### config.mk
export PLATFORM = sky130hd
export DESIGN_NAME = gain_meter_bcd
export DESIGN_NICKNAME = d
export VERILOG_FILES = /design/src/rtl/gain_meter_bcd.sv
export SDC_FILE = /design/constraint.sdc
export NUM_CORES = 2
export LEC_CHECK = 0
export CORE_MARGIN = 3
export CORE_UTILIZATION = 25
export CTS_CLUSTER_SIZE = 20
export DETAILED_ROUTE_END_ITERATION = 10
export GPL_TIMING_DRIVEN = 0
export HOLD_SLACK_MARGIN = 0.03
export PLACE_DENSITY_LB_ADDON = 0.12
export SLEW_MARGIN = 10
export SYNTH_ARGS = -nofsm -noshare
export SYNTH_HDL_FRONTEND = slang
export SYNTH_SLANG_ARGS = --single-unit
export TNS_END_PERCENT = 30
### constraint.sdc
create_clock -name clk -period 6.7 [get_ports clk]
set_input_delay 1.34 -clock clk [delete_from_list [all_inputs] [get_ports clk]]
set_output_delay 1.34 -clock clk [all_outputs]
set_load 0.005 [all_outputs]
### src/rtl/gain_meter_bcd.sv
// gain_meter_bcd
//   Windowed RMS gain meter. Squares of the pre- and post-processing samples
//   are summed over 2^LOG2_WIN accepted samples. At each window end the two
//   sums are snapshotted and a small sequencer produces the gain
//   10*log10(P_out/P_in) in tenths of dB. The result is shown as three BCD
//   digits plus a sign and a saturation flag.
//
//   Sequencer: IDLE -> LOG -> SCALE -> CLAMP -> BCD (10 cycles) -> UPDATE.
//   The digits update 14 cycles after the snapshot edge.
//
//   Optional build macro GAIN_METER_DBFS_EN adds the input mode_dbfs. When
//   mode_dbfs is 1 at the snapshot, L(in) is replaced by a full-scale
//   reference, so the display shows the output level in dBFS.
//
// Ports
//   clk           system clock
//   reset_n       asynchronous active-low reset
//   mode_dbfs     (GAIN_METER_DBFS_EN only) dBFS display mode, sampled at snapshot
//   sample_valid  accept in_wave/out_wave on this rising edge
//   in_wave       signed pre-processing sample
//   out_wave      signed post-processing sample
//   num2/1/0      BCD tens / units / tenths of dB
//   neg           gain is negative
//   sat           result was clamped to 99.9 dB magnitude
//   result_valid  one-cycle pulse when the digits update
//   overrun       sticky: a window ended while the sequencer was busy
module gain_meter_bcd #(
   parameter int WIDTH    = 16,
   parameter int LOG2_WIN = 14
) (
   input  logic                    clk,
   input  logic                    reset_n,
`ifdef GAIN_METER_DBFS_EN
   input  logic                    mode_dbfs,
`endif
   input  logic                    sample_valid,
   input  logic signed [WIDTH-1:0] in_wave,
   input  logic signed [WIDTH-1:0] out_wave,
   output logic [3:0]              num2,
   output logic [3:0]              num1,
   output logic [3:0]              num0,
   output logic                    neg,
   output logic                    sat,
   output logic                    result_valid,
   output logic                    overrun
);

   localparam int W2  = 2 * WIDTH;
   localparam int ACC = W2 + LOG2_WIN;
   localparam int IW  = $clog2(ACC);   // integer part of L: MSB index < ACC
   localparam int LW  = IW + 8;        // Q.8 log width
   localparam logic [LW-1:0] L_FULL = LW'((W2 - 2 + LOG2_WIN) << 8);

   typedef enum logic [2:0] {S_IDLE, S_LOG, S_SCALE, S_CLAMP, S_BCD, S_UPDATE} state_t;

   // Integer log2 in Q.8. The fraction is the 8 bits just below the MSB.
   // Shifting {x, 8'b0} right by the MSB index places those bits at [7:0]
   // and zero-pads when the MSB is below bit 8.
   function automatic logic [LW-1:0] log2_q8(input logic [ACC-1:0] x);
      int msb;
      logic [ACC+7:0] t;
      msb = 0;
      for (int i = 0; i < ACC; i++) begin
         if (x[i]) msb = i;
      end
      t = {x, 8'b0} >> msb;
      return {IW'(msb), t[7:0]};
   endfunction

   // One double-dabble iteration on {bcd[11:0], bin[9:0]}.
   function automatic logic [21:0] dabble_step(input logic [21:0] v);
      logic [21:0] r;
      r = v;
      for (int k = 0; k < 3; k++) begin
         if (r[10+4*k +: 4] >= 4'd5) r[10+4*k +: 4] = r[10+4*k +: 4] + 4'd3;
      end
      return {r[20:0], 1'b0};
   endfunction

   // ---------------- accumulation ----------------
   logic [ACC-1:0]      acc_in_q, acc_out_q, acc_in_d, acc_out_d;
   logic [LOG2_WIN-1:0] cnt_q;
   logic [W2-1:0]       sq_in, sq_out;
   logic                win_end;
   logic                mode_sel;

   // Signed squares are non-negative and fit in 2*WIDTH bits,
   // including (-2^(WIDTH-1))^2 = 2^(2*WIDTH-2).
   assign sq_in     = W2'(W2'(in_wave) * W2'(in_wave));
   assign sq_out    = W2'(W2'(out_wave) * W2'(out_wave));
   assign acc_in_d  = acc_in_q + ACC'(sq_in);
   assign acc_out_d = acc_out_q + ACC'(sq_out);
   assign win_end   = sample_valid && (&cnt_q);

`ifdef GAIN_METER_DBFS_EN
   assign mode_sel = mode_dbfs;
`else
   assign mode_sel = 1'b0;
`endif

   always_ff @(posedge clk or negedge reset_n) begin
      if (!reset_n) begin
         acc_in_q  <= '0;
         acc_out_q <= '0;
         cnt_q     <= '0;
      end else if (sample_valid) begin
         cnt_q <= cnt_q + 1'b1;   // wraps to 0 on the window's last sample
         if (win_end) begin
            acc_in_q  <= '0;
            acc_out_q <= '0;
         end else begin
            acc_in_q  <= acc_in_d;
            acc_out_q <= acc_out_d;
         end
      end
   end

   // ---------------- conversion sequencer ----------------
   state_t           state_q;
   logic [ACC-1:0]   snap_in_q, snap_out_q;
   logic             dbfs_q, in_zero_q, out_zero_q;
   logic [LW:0]      d_q;
   logic [11:0]      m_q;
   logic             neg_q, sat_q;
   logic [21:0]      dd_q;
   logic [3:0]       step_q;

   logic [LW-1:0]    l_in, l_out;
   logic [LW:0]      d_d, d_abs;
   logic [31:0]      prod;
   logic [11:0]      m_calc, m_clamp;
   logic             unused_ok;

   assign l_in    = dbfs_q ? L_FULL : log2_q8(snap_in_q);
   assign l_out   = log2_q8(snap_out_q);
   assign d_d     = {1'b0, l_out} - {1'b0, l_in};
   assign d_abs   = d_q[LW] ? -d_q : d_q;
   // 7706 = round(10*log10(2)*10*256): Q.8 log2 difference -> tenths of dB.
   assign prod    = 32'(d_abs) * 32'd7706 + 32'd32768;
   assign m_calc  = prod[27:16];
   assign m_clamp = (m_q > 12'd999) ? 12'd999 : m_q;
   assign unused_ok = &{1'b0, prod[31:28], prod[15:0]};

   always_ff @(posedge clk or negedge reset_n) begin
      if (!reset_n) begin
         state_q      <= S_IDLE;
         snap_in_q    <= '0;
         snap_out_q   <= '0;
         dbfs_q       <= 1'b0;
         in_zero_q    <= 1'b0;
         out_zero_q   <= 1'b0;
         d_q          <= '0;
         m_q          <= '0;
         neg_q        <= 1'b0;
         sat_q        <= 1'b0;
         dd_q         <= '0;
         step_q       <= '0;
         num2         <= '0;
         num1         <= '0;
         num0         <= '0;
         neg          <= 1'b0;
         sat          <= 1'b0;
         result_valid <= 1'b0;
         overrun      <= 1'b0;
      end else begin
         result_valid <= 1'b0;
         // A window ending mid-conversion is dropped; the running result continues.
         if (win_end && state_q != S_IDLE) overrun <= 1'b1;
         case (state_q)
            S_IDLE: begin
               if (win_end) begin
                  snap_in_q  <= acc_in_d;    // includes the window's last sample
                  snap_out_q <= acc_out_d;
                  dbfs_q     <= mode_sel;
                  state_q    <= S_LOG;
               end
            end
            S_LOG: begin
               d_q        <= d_d;
               in_zero_q  <= !dbfs_q && (snap_in_q == '0);
               out_zero_q <= (snap_out_q == '0);
               state_q    <= S_SCALE;
            end
            S_SCALE: begin
               if (in_zero_q && out_zero_q) begin
                  m_q <= 12'd0;   sat_q <= 1'b0; neg_q <= 1'b0;
               end else if (in_zero_q) begin
                  m_q <= 12'd999; sat_q <= 1'b1; neg_q <= 1'b0;
               end else if (out_zero_q) begin
                  m_q <= 12'd999; sat_q <= 1'b1; neg_q <= 1'b1;
               end else begin
                  m_q <= m_calc;  sat_q <= 1'b0; neg_q <= d_q[LW];
               end
               state_q <= S_CLAMP;
            end
            S_CLAMP: begin
               if (m_q > 12'd999) sat_q <= 1'b1;
               if (m_clamp == 12'd0) neg_q <= 1'b0;   // no negative zero
               m_q     <= m_clamp;
               dd_q    <= {12'b0, m_clamp[9:0]};
               step_q  <= '0;
               state_q <= S_BCD;
            end
            S_BCD: begin
               dd_q   <= dabble_step(dd_q);
               step_q <= step_q + 1'b1;
               if (step_q == 4'd9) state_q <= S_UPDATE;
            end
            S_UPDATE: begin
               num2         <= dd_q[21:18];
               num1         <= dd_q[17:14];
               num0         <= dd_q[13:10];
               neg          <= neg_q;
               sat          <= sat_q;
               result_valid <= 1'b1;
               state_q      <= S_IDLE;
            end
            default: state_q <= S_IDLE;
         endcase
      end
   end

endmodule

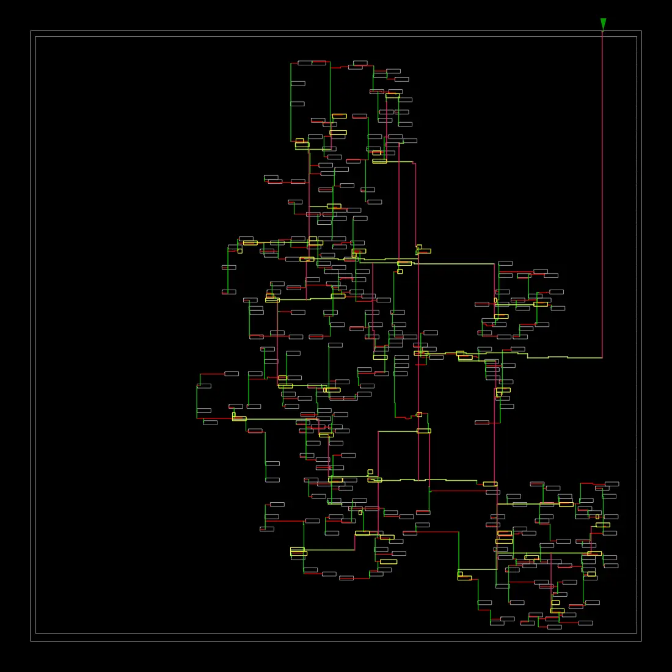
*The clock network*
clock skew: 0.0231 ns
CTS Sinks: 274
flop count: 274

==> reports/metrics.yaml <==
critPathBufInv: 9
grt_pass1_wl_um: 194000
met1_usage: 0.213
pin_count: 51
gp_congestion: 0.864
cts_buffer_depth: 3
synth.distinct_cells: 91
finalWirelength_um: 122000
flop_cell: "dfrtp_1"
required_ns: 7.13
cts_setup_buffers: 109
startpoint_type: "input port"
violations: "negative setup slack"
setup_viol: 142
syn_to_final_growth_pct: 21.6
finalHoldViolCount: 0
fp.dieW_um: 407
grt_overflow: 0
ys_cells: 4425
cp-endpoint: "snap_in_q[41]"
drc_errors: 0
coreArea_sq_um: 159000
ctsHoldBuffers: 0
top_area_cell: "fa_1"
postSynth.asyncResetShare: 1.00
cp_max_fo: 7
dr_total_vias: 31400
maxUsedRoutingLayer: "met4"
clk_latency_ns: 0.57
crit_slowest_cell: "fa_2"
root_buffer: "clkbuf_16"
grt_pass1_vias: 33300
final_common_cell: "inv_1"
grt_util_met2: 0.248
edf_count: 0
slowest_delay_ns: 0.60
met3RoutedLength_um: 2740
hold_slack_ns: 0.466
fp.dieH_um: 407
wl_per_cell_um: 18.0
ff2ff_setup_slack_ns: -0.44
min_period_ns: 8.88
ys_top_cells_by_area: "fa_1 (27%), dfrtp_1 (17%), ha_1 (11%)"
rr_worst_depth: 18
cts_made_buffers: 37
top_cell: "inv_1"
cts_resized: 526
initial_utilization: 0.252
fillers: 16900
period_used_share: 1.33
fp_nets: 5341
synthCells: 4425
crit_start: "in_wave[7]"
setup_ws_ns: -2.18
lay_top_cells: "inv_1 (718), fa_1 (520), nand2_1 (368)"
top_cell_area_share: 0.266
m1WireLength_um: 60000
dr_wl_met2_um: 57500
max_freq_mhz: 113
clk_pin_slew_ns: 0.06
via_per_inst: 4.63
syn_avg_cell_area_sq_um: 9.06
xor_share: 0.0489
ys_sh_simple: 0.130
drive_above_1_share: 0.154
antenna_left: 0
common_cells: "inv_1 (753), fa_1 (533), nand2_1 (398), ha_1 (348), dfrtp_1 (274)"
worstPathArrival_ns: 9.31
htree_levels: 2
place_ws_ns: -4.90
ys_area_sq_um: 40100
path_depth: 36
compound_area_frac: 0.137
grtUsageTotal: 0.149
holdCritStartpoint: "cnt_q[12]"
status: "finished with violations"
whs_path_depth: 1
cts_tree: "built"
yosys_warnings: 0
hpwl_um: 97200
endpoint_kind: "register"
critical_path.top_delay_family: "adder cells"
grt_max_degree: 96
synth-adder-area-share: 0.375
synth.cell_area_sq_um: 40100
relSlewSlack: 0.220
rsz0062_at_grt: "true"
mux_area_frac: 0.0515
cp_common_cell: "fa_1"
chipArea_sq_um: 165000
hp-class: "reg -> reg"
maxCapViolCount: 0
ys_top_logic_family: "adder cells"
post-route-util: 0.307
nNetsFinal: 5600
ys_seq_share: 0.171
port_buffers: 46
regToRegStartpoint: "d_q[4]"
antenna_found_initial: 1
finalMaxSlewViolations: 0
busiest_layer: "met2"
initialDrtViolationCount: 1490
ys_ff: 274
firstDrtPassIters: 5
fp-row-count: 146
setup_tns_ns: -190.62
worstMarginPinSlew_ns: 1.17
use_met3: 0.0111
warnings: 51
worstSetupPathType: "in -> reg"
worstReg2RegEnd: "m_q[11]"
holdPathEnd: "cnt_q[12]"
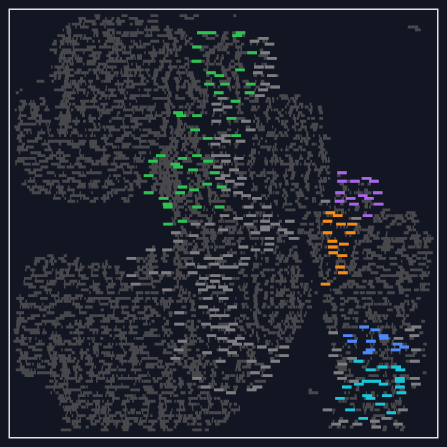
*Sequential cells grouped by signal name*
Other sequential cells in the stronger gray, the rest of the logic in the fainter gray.
orange -> d_q  # sequential cells 15, where east
cyan -> dd_q  # sequential cells 22, where south-east
blue -> m_q  # sequential cells 12, where south-east
purple -> cnt_q  # sequential cells 14, where east
green -> acc_out_q  # sequential cells 46

[stage by stage]
stage          cells  area [sq um]
2_1_floorplan   4425         40400
5_1_grt         6779         48800
6_report        6781         48800
4_1_cts         6721         47400
3_3_place_gp    6543         43500
3_5_place_dp    6546         43600
[sequential cells by signal (all words and copies together), names as in the netlist, 12 cells and up]
name and flops:
dd_q 22, snap_out_q 46, acc_out_q 46, m_q 12, acc_in_q 46, snap_in_q 46, cnt_q 14, d_q 15
[final cells by class]
cell class,count,area [sq um],share of cell area
Antenna cell,2,5.00,0.000103
Inverter,761,2890,0.0592
Clock inverter,15,203,0.00416
Multi-Input combinational cell,3234,31800,0.652
Clock buffer,47,1040,0.0214
Sequential cell,274,6860,0.141
Buffer,156,1250,0.0257
Tap cell,2072,2590,0.0532
Timing Repair Buffer,220,2150,0.0440
